File: src/rtl/store_queue_ctrl.sv
// Store buffer between the MEM stage and the data-memory/MMIO write port.
// Decodes byte masks, lane-aligns data, queues stores in order and flags load hazards.
module store_queue_ctrl #(
    parameter int DEPTH = 4
) (
    input  logic                     clk,
    input  logic                     rst,
    input  logic                     st_valid,
    output logic                     st_ready,
    input  logic [31:0]              st_addr,
    input  logic [2:0]               st_funct3,
    input  logic [31:0]              st_data,
    output logic                     mem_valid,
    input  logic                     mem_ready,
    output logic [31:0]              mem_addr,
    output logic [3:0]               mem_wmask,
    output logic [31:0]              mem_wdata,
    input  logic                     ld_valid,
    input  logic [31:0]              ld_addr,
    output logic                     ld_hazard,
    output logic                     misalign,
    output logic [$clog2(DEPTH):0]   st_count
);

    localparam int PTR_W = $clog2(DEPTH);
    localparam int CNT_W = PTR_W + 1;
    localparam logic [CNT_W-1:0] FULL_CNT = CNT_W'(DEPTH);

    localparam logic [2:0] F3_SB = 3'b000;
    localparam logic [2:0] F3_SH = 3'b001;
    localparam logic [2:0] F3_SW = 3'b010;

    typedef enum logic [1:0] {
        S_EMPTY  = 2'd0,
        S_ACTIVE = 2'd1,
        S_FULL   = 2'd2
    } q_state_t;

    q_state_t          state_q, next_state;
    logic [PTR_W-1:0]  wr_ptr, rd_ptr;
    logic [CNT_W-1:0]  count, count_next;

    logic [29:0]       q_addr [DEPTH];
    logic [3:0]        q_mask [DEPTH];
    logic [31:0]       q_data [DEPTH];

    logic              req_legal;
    logic [3:0]        req_mask;
    logic [31:0]       req_data;
    logic              enq, deq;

    // Request decode: mask and replicated lane data for each store width.
    // NOTE: every combinational output gets a default first, so no path leaves it unassigned and no latch is inferred.
    always_comb begin
        req_legal = 1'b0;
        req_mask  = 4'b0000;
        req_data  = st_data;
        case (st_funct3)
            F3_SB: begin
                req_legal = 1'b1;
                req_mask  = 4'b0001 << st_addr[1:0];
                req_data  = {4{st_data[7:0]}};
            end
            F3_SH: begin
                req_legal = ~st_addr[0];
                req_mask  = st_addr[1] ? 4'b1100 : 4'b0011;
                req_data  = {2{st_data[15:0]}};
            end
            F3_SW: begin
                req_legal = (st_addr[1:0] == 2'b00);
                req_mask  = 4'b1111;
                req_data  = st_data;
            end
            default: ;
        endcase
    end

    assign enq = st_valid && st_ready && req_legal;
    assign deq = mem_valid && mem_ready;

    always_comb begin
        count_next = count;
        if (enq && !deq)
            count_next = count + 1'b1;
        else if (!enq && deq)
            count_next = count - 1'b1;
    end

    // NOTE: the entry storage has no reset; validity comes solely from the pointers and count.
    always_ff @(posedge clk) begin
        if (enq) begin
            q_addr[wr_ptr] <= st_addr[31:2];
            q_mask[wr_ptr] <= req_mask;
            q_data[wr_ptr] <= req_data;
        end
    end

    // NOTE: sequential state uses non-blocking assignments so every register samples pre-edge values.
    always_ff @(posedge clk) begin
        if (rst) begin
            wr_ptr   <= '0;
            rd_ptr   <= '0;
            count    <= '0;
            misalign <= 1'b0;
        end else begin
            if (enq)
                wr_ptr <= wr_ptr + 1'b1;
            if (deq)
                rd_ptr <= rd_ptr + 1'b1;
            count    <= count_next;
            misalign <= st_valid && st_ready && !req_legal;
        end
    end

    // Queue-control FSM: state register.
    always_ff @(posedge clk) begin
        if (rst)
            state_q <= S_EMPTY;
        else
            state_q <= next_state;
    end

    // Queue-control FSM: next state tracks occupancy after this cycle's enqueue/dequeue.
    always_comb begin
        next_state = state_q;
        case (state_q)
            S_EMPTY: begin
                if (enq)
                    next_state = S_ACTIVE;
            end
            S_ACTIVE: begin
                if (count_next == FULL_CNT)
                    next_state = S_FULL;
                else if (count_next == '0)
                    next_state = S_EMPTY;
            end
            S_FULL: begin
                if (deq)
                    next_state = S_ACTIVE;
            end
            default: next_state = S_EMPTY;
        endcase
    end

    // Queue-control FSM: outputs. Head fields read as zero while the queue is empty.
    always_comb begin
        st_ready  = (state_q != S_FULL);
        mem_valid = (state_q != S_EMPTY);
        mem_addr  = '0;
        mem_wmask = '0;
        mem_wdata = '0;
        if (mem_valid) begin
            mem_addr  = {q_addr[rd_ptr], 2'b00};
            mem_wmask = q_mask[rd_ptr];
            mem_wdata = q_data[rd_ptr];
        end
    end

    // Load hazard looks at stored entries only; an entry is live if it lies within count of rd_ptr.
    always_comb begin
        logic             hit;
        logic [PTR_W-1:0] offset;
        hit    = 1'b0;
        offset = '0;
        for (int i = 0; i < DEPTH; i++) begin
            offset = PTR_W'(i) - rd_ptr;
            if (({1'b0, offset} < count) && (q_addr[i] == ld_addr[31:2]))
                hit = 1'b1;
        end
        ld_hazard = ld_valid && hit;
    end

    assign st_count = count;

endmodule
File: config.mk
export PLATFORM = sky130hd
export DESIGN_NAME = store_queue_ctrl
export DESIGN_NICKNAME = d
export VERILOG_FILES = /design/src/rtl/store_queue_ctrl.sv
export SDC_FILE = /design/constraint.sdc
export NUM_CORES = 1
export LEC_CHECK = 0
export ABC_AREA = 1
export CELL_PAD_IN_SITES_DETAIL_PLACEMENT = 0
export CELL_PAD_IN_SITES_GLOBAL_PLACEMENT = 2
export CORE_MARGIN = 1.5
export CORE_UTILIZATION = 35
export CTS_CLUSTER_DIAMETER = 150
export CTS_CLUSTER_SIZE = 28
export DETAILED_ROUTE_END_ITERATION = 10
export PLACE_DENSITY_LB_ADDON = 0.1
export SYNTH_ARGS = -nofsm -noshare
export SYNTH_HDL_FRONTEND = slang
export SYNTH_SLANG_ARGS = --single-unit
File: constraint.sdc
create_clock -name clk -period 5.4 [get_ports clk]
set_input_delay 0.81 -clock clk [delete_from_list [all_inputs] [get_ports clk]]
set_output_delay 0.81 -clock clk [all_outputs]
set_load 0.005 [all_outputs]
Figure 1. M1 wires (run 1).
The bar under the picture is 50 um long.
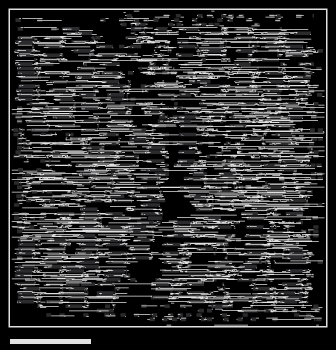
wire length on this layer: 16300 um
main direction: horizontal
nets with wire on the layer: 1376
total number of vias: 9106
drt total wl: 36000 um
routing usage on met1: 24.9%

Figure 2. Met2 routing (run 1).
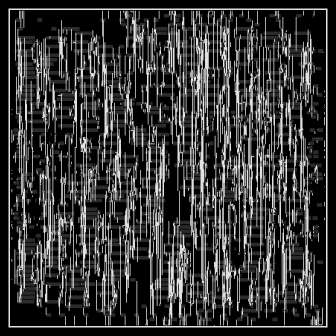
nets with wire on the layer: 1116
longest straight run: 90.8 um
share of all routed wire: 49%
wire length on this layer: 17800 um
main direction: vertical
global routing usage on met2: 33.4%

==> impl_metrics.ini, run 1 <==
; implementation run metrics
[clock_tree]
cts_setup_buffers = 0
cts_tree = yes
cts_buffer_depth = 3
numCtsBuffers = 13
cts.sinks = 276
hold_buffers = 0
cts.reportedPaths.clkPinSlew_ns = 0.10

[logic_synthesis]
yosys.area_share.xor_xnor_pct = 5.08
syn-instance-count = 1262
synth.most_common_cell = edfxtp_1
synthAoiAreaFrac_pct = 11.3
ys_top_logic_family = simple AND/OR/NAND/NOR gates
ys_cells = 1262
mux_share_pct = 0
yosys.area.top_type_share_pct = 61.3
synthArstFlopShare_pct = 0
synthTopCellsByCount = edfxtp_1 (264), nor2_1 (250), o21ai_0 (141)
yosys_area_um2 = 12900

[worst_setup_path]
worstReg2RegStart = state_q[0]
critical_path.max_fanout = 73
worst_setup_path_start_kind = flip-flop
r2r_end = q_addr[3][28]
max_stage_delay_ns = 0.78
crit_end = mem_wdata[14]
critical-path-top-delay-family = buffers and inverters
rrSetupSlack_ns = 2.98

[drt]
wl_met1_um = 16300
drtAntennaViolNets = 0
drt_pass1_iterations = 4
routedWlPerCell_um = 19.2
drt_iter0_markers = 482
via_per_inst = 4.84

[timing]
fmax_mhz = 232
worst_pin_slew_ns = 1.07
hold_ws_ns = 0.540
fin_crit_sh_pct = 79.7

[floorplanning]
fp-utilization_pct = 35.4
rows = 70
n_tap_cell = 468
num_io_pins = 179
core_um2 = 36500

[placed_design]
place_area_um2 = 15200
dp.cells = 1859
portBuffers = 174
place.gp.congestion = 0.771

[layout]
fillers = 3547
top_register = q_data
clkbuf_count = 21
layout.nets = 1520
drive_gt1_share_pct = 4.39
fin_area_um2 = 15600
antenna_cells = 0
layout_top_cells = edfxtp_1 (264), nor2_1 (246), clkdlybuf4s50_1 (174), o21ai_0 (141), nand2_1 (138)
seq_share_pct = 52.4
clock_area_share_pct = 2.47
lay_top_count = edfxtp_1
seqCellArea_um2 = 8170

[power_and_ir_drop]
total_power_w = 0.00446
ir_worst_vdd_mv = 0.202
p_clk_share_pct = 25.5
seq_power_share_pct = 54.0
p_comb_w = 0.000916
pg_seq_w = 0.00241

[status]
status = complete, no violations

[hold_path]
hold_depth = 2

[flow_run]
log.warning_count = 33

[global_routing]
grt_pass1_vias = 8988
Figure 3. Met3 routing (run 1).
The bar under the picture is 50 um long.
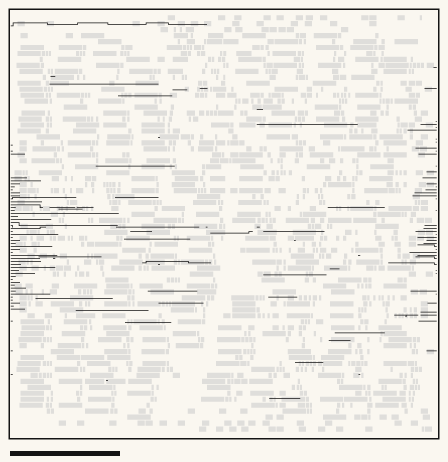
nets with wire on the layer: 119
wire length on this layer: 1440 um
share of all routed wire: 4.0%
main direction: horizontal
met3 GRT Util: 2.59%

Figure 4. Sequential cells colored by netlist name (run 1).
Other sequential cells in the stronger gray, the rest of the logic in the fainter gray.
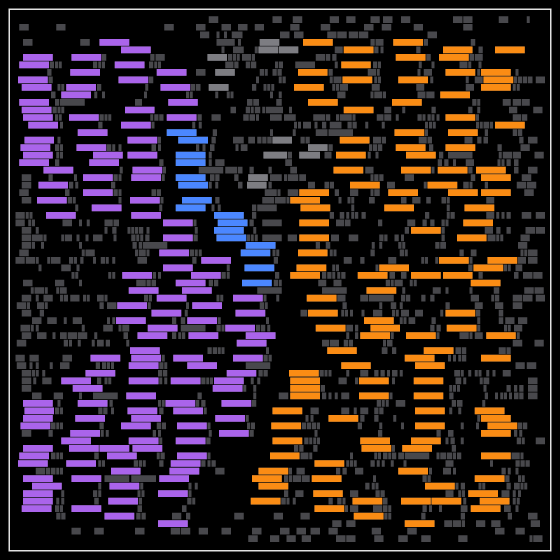

==> inputs of run 2 (changes only) <==
--- a/config.mk
+++ b/config.mk
@@ -9,7 +9,7 @@
 export CELL_PAD_IN_SITES_DETAIL_PLACEMENT = 0
 export CELL_PAD_IN_SITES_GLOBAL_PLACEMENT = 2
 export CORE_MARGIN = 1.5
-export CORE_UTILIZATION = 35
+export CORE_UTILIZATION = 32
 export CTS_CLUSTER_DIAMETER = 150
 export CTS_CLUSTER_SIZE = 28
 export DETAILED_ROUTE_END_ITERATION = 10
==> constraint.sdc (replaced) <==
create_clock -name clk -period 3.7 [get_ports clk]
set_input_delay 0.555 -clock clk [delete_from_list [all_inputs] [get_ports clk]]
set_output_delay 0.555 -clock clk [all_outputs]
set_load 0.005 [all_outputs]
Figure 5. Sequential cells colored by netlist name (run 2).
Other sequential cells in the stronger gray, the rest of the logic in the fainter gray.
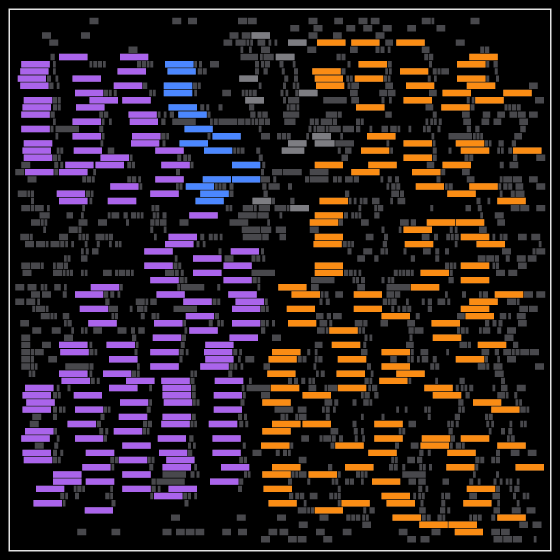
| color | signal | flops |
|---|---|---|
| purple | `q_data` | 128 |
| orange | `q_addr` | 120 |
| blue | `q_mask` | 16 |
not colored: 12
sequential share of cell area: 51.7%
Seq. pwr: 0.00353 W

==> run 2 against run 1 <==
- flip-flop count unchanged
- first-iteration DRC count up 15%
- synthesized cell count unchanged
- global-route usage down 0.68 points
- critical path type is now primary input to output pin
- synthesized area unchanged
==> impl_metrics.ini, run 2 <==
; implementation run metrics
[power_and_ir_drop]
p_comb_w = 0.00137
seq_power_share_pct = 53.4
total_power_w = 0.00662
ir_worst_vdd_mv = 0.340
p_clk_share_pct = 25.9

[layout]
layout_top_cells = edfxtp_1 (264), nor2_1 (246), clkdlybuf4s50_1 (174), o21ai_0 (141), nand2_1 (138)
clock_area_share_pct = 2.47
lay_top_count = edfxtp_1
fillers = 4016
top_register = q_data
antenna_cells = 0
layout.nets = 1528
seqCellArea_um2 = 8170
fin_area_um2 = 15800
clkbuf_count = 20

[placed_design]
place.gp.congestion = 0.784
dp.cells = 1924
place_area_um2 = 15400

[worst_setup_path]
crit_required_ns = 3.14
crit_end = ld_hazard
rrSetupSlack_ns = 1.35
critical_path.max_fanout = 5
max_stage_delay_ns = 0.58
critical-path-top-delay-family = buffers and inverters
worst_setup_path_start_kind = primary input
r2r_end = state_q[0]

[clock_tree]
numCtsBuffers = 13
cts_tree = yes
cts_buffer_depth = 3
cts.sinks = 276
hold_buffers = 0
cts_setup_buffers = 0

[floorplanning]
core_um2 = 39800
dieArea_um2 = 41700
n_tap_cell = 525
fp-utilization_pct = 32.5
rows = 73
num_io_pins = 179

[logic_synthesis]
yosys.area_share.xor_xnor_pct = 5.08
mux_share_pct = 0
synthArstFlopShare_pct = 0
yosysWarnings = 0
synth.most_common_cell = edfxtp_1
syn-instance-count = 1262
synthTopCellsByCount = edfxtp_1 (264), nor2_1 (250), o21ai_0 (141)
yosys.area.top_type_share_pct = 61.3
ys_cells = 1262
ys_top_logic_family = simple AND/OR/NAND/NOR gates
yosys_area_um2 = 12900

[global_routing]
use_met2_pct = 32.3
use_met1_pct = 23.9
grt_pass1_vias = 9156

[drt]
drt_pass1_iterations = 5
wl_met1_um = 17100
routedWlPerCell_um = 19.6
via_per_inst = 4.69
drtAntennaViolNets = 0
drt_iter0_markers = 555
vias = 9127
totalWireLength_um = 38000

[timing]
fin_crit_sh_pct = 89.6
worst_pin_slew_ns = 0.762
fmax_mhz = 302
hold_ws_ns = 0.533

[flow_run]
log.warning_count = 34

[status]
status = complete, no violations
Figure 6. Placement view (run 2).
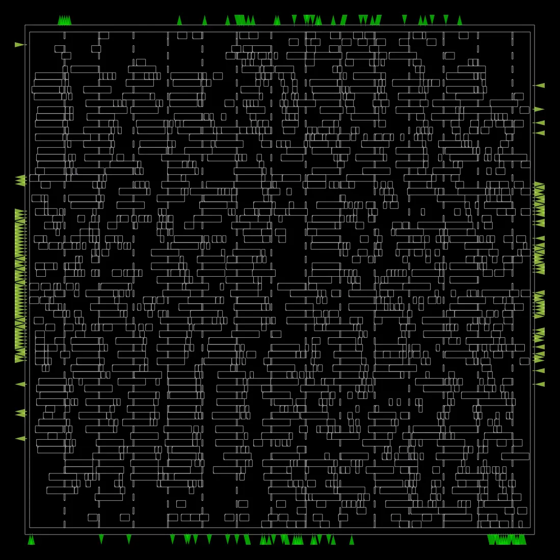

==> inputs of run 3 (changes only) <==
--- a/config.mk
+++ b/config.mk
@@ -11,7 +11,7 @@
 export CORE_MARGIN = 1.5
 export CORE_UTILIZATION = 32
 export CTS_CLUSTER_DIAMETER = 150
-export CTS_CLUSTER_SIZE = 28
+export CTS_CLUSTER_SIZE = 30
 export DETAILED_ROUTE_END_ITERATION = 10
 export PLACE_DENSITY_LB_ADDON = 0.1
 export SYNTH_ARGS = -nofsm -noshare
Figure 7. Placement view (run 3).
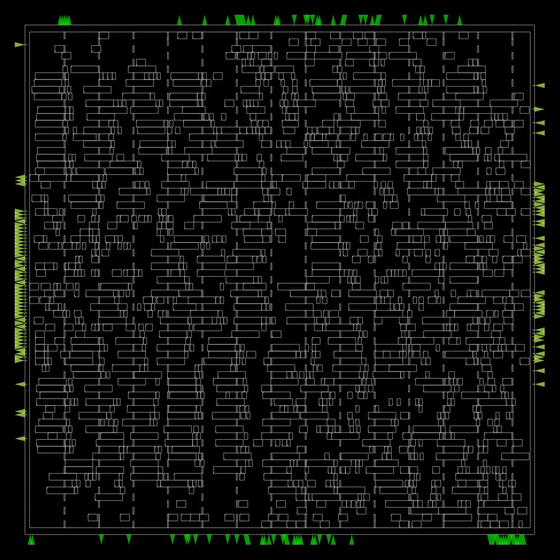
non-filler cells, final: 1946
well tap count: 525

==> run 3 against run 2 <==
- flip-flop count unchanged
- global-route usage hardly changed
- sequential share of layout area is essentially flat
- final cell count is the same
- non-clock buffer count unchanged
- combinational power about the same
- design area about the same
- total power shrank 0.36%
- wire length fell by 0.24%
==> impl_metrics.ini, run 3 <==
; implementation run metrics
[layout]
fillers = 4013
clkbuf_count = 19
fin_area_um2 = 15800
seq_share_pct = 51.7
lay_top_count = edfxtp_1
layout_top_cells = edfxtp_1 (264), nor2_1 (246), clkdlybuf4s50_1 (174), o21ai_0 (141), nand2_1 (138)
layout.nets = 1528
clock_area_share_pct = 2.48
antenna_cells = 0

[timing]
hold_ws_ns = 0.533
worst_pin_slew_ns = 0.764
fin_crit_sh_pct = 89.3
fmax_mhz = 303

[clock_tree]
cts_setup_buffers = 0
cts_tree = yes
numCtsBuffers = 13
cts_buffer_depth = 3
cts.sinks = 276

[logic_synthesis]
yosys.area_share.xor_xnor_pct = 5.08
ys_top_logic_family = simple AND/OR/NAND/NOR gates
synthTopCellsByCount = edfxtp_1 (264), nor2_1 (250), o21ai_0 (141)
yosys.area.top_type_share_pct = 61.3
syn-instance-count = 1262

[worst_setup_path]
rrSetupSlack_ns = 1.35
crit_required_ns = 3.14
r2r_end = state_q[0]
worst_setup_path_start_kind = flip-flop
critical_path.max_fanout = 34
crit_end = mem_wdata[13]

[drt]
drtAntennaViolNets = 0
totalWireLength_um = 38000
vias = 9122
routedWlPerCell_um = 19.5
drt_iter0_markers = 475

[placed_design]
dp.cells = 1924

[floorplanning]
fp-utilization_pct = 32.5
core_um2 = 39800
rows = 73
num_io_pins = 179

[global_routing]
use_met2_pct = 32.0

[status]
status = complete, no violations

[power_and_ir_drop]
seq_power_share_pct = 53.6
ir_worst_vdd_mv = 0.278
pg_seq_w = 0.00353
p_comb_w = 0.00137

[flow_run]
log.warning_count = 34
Power and IR drop assume default switching activity.
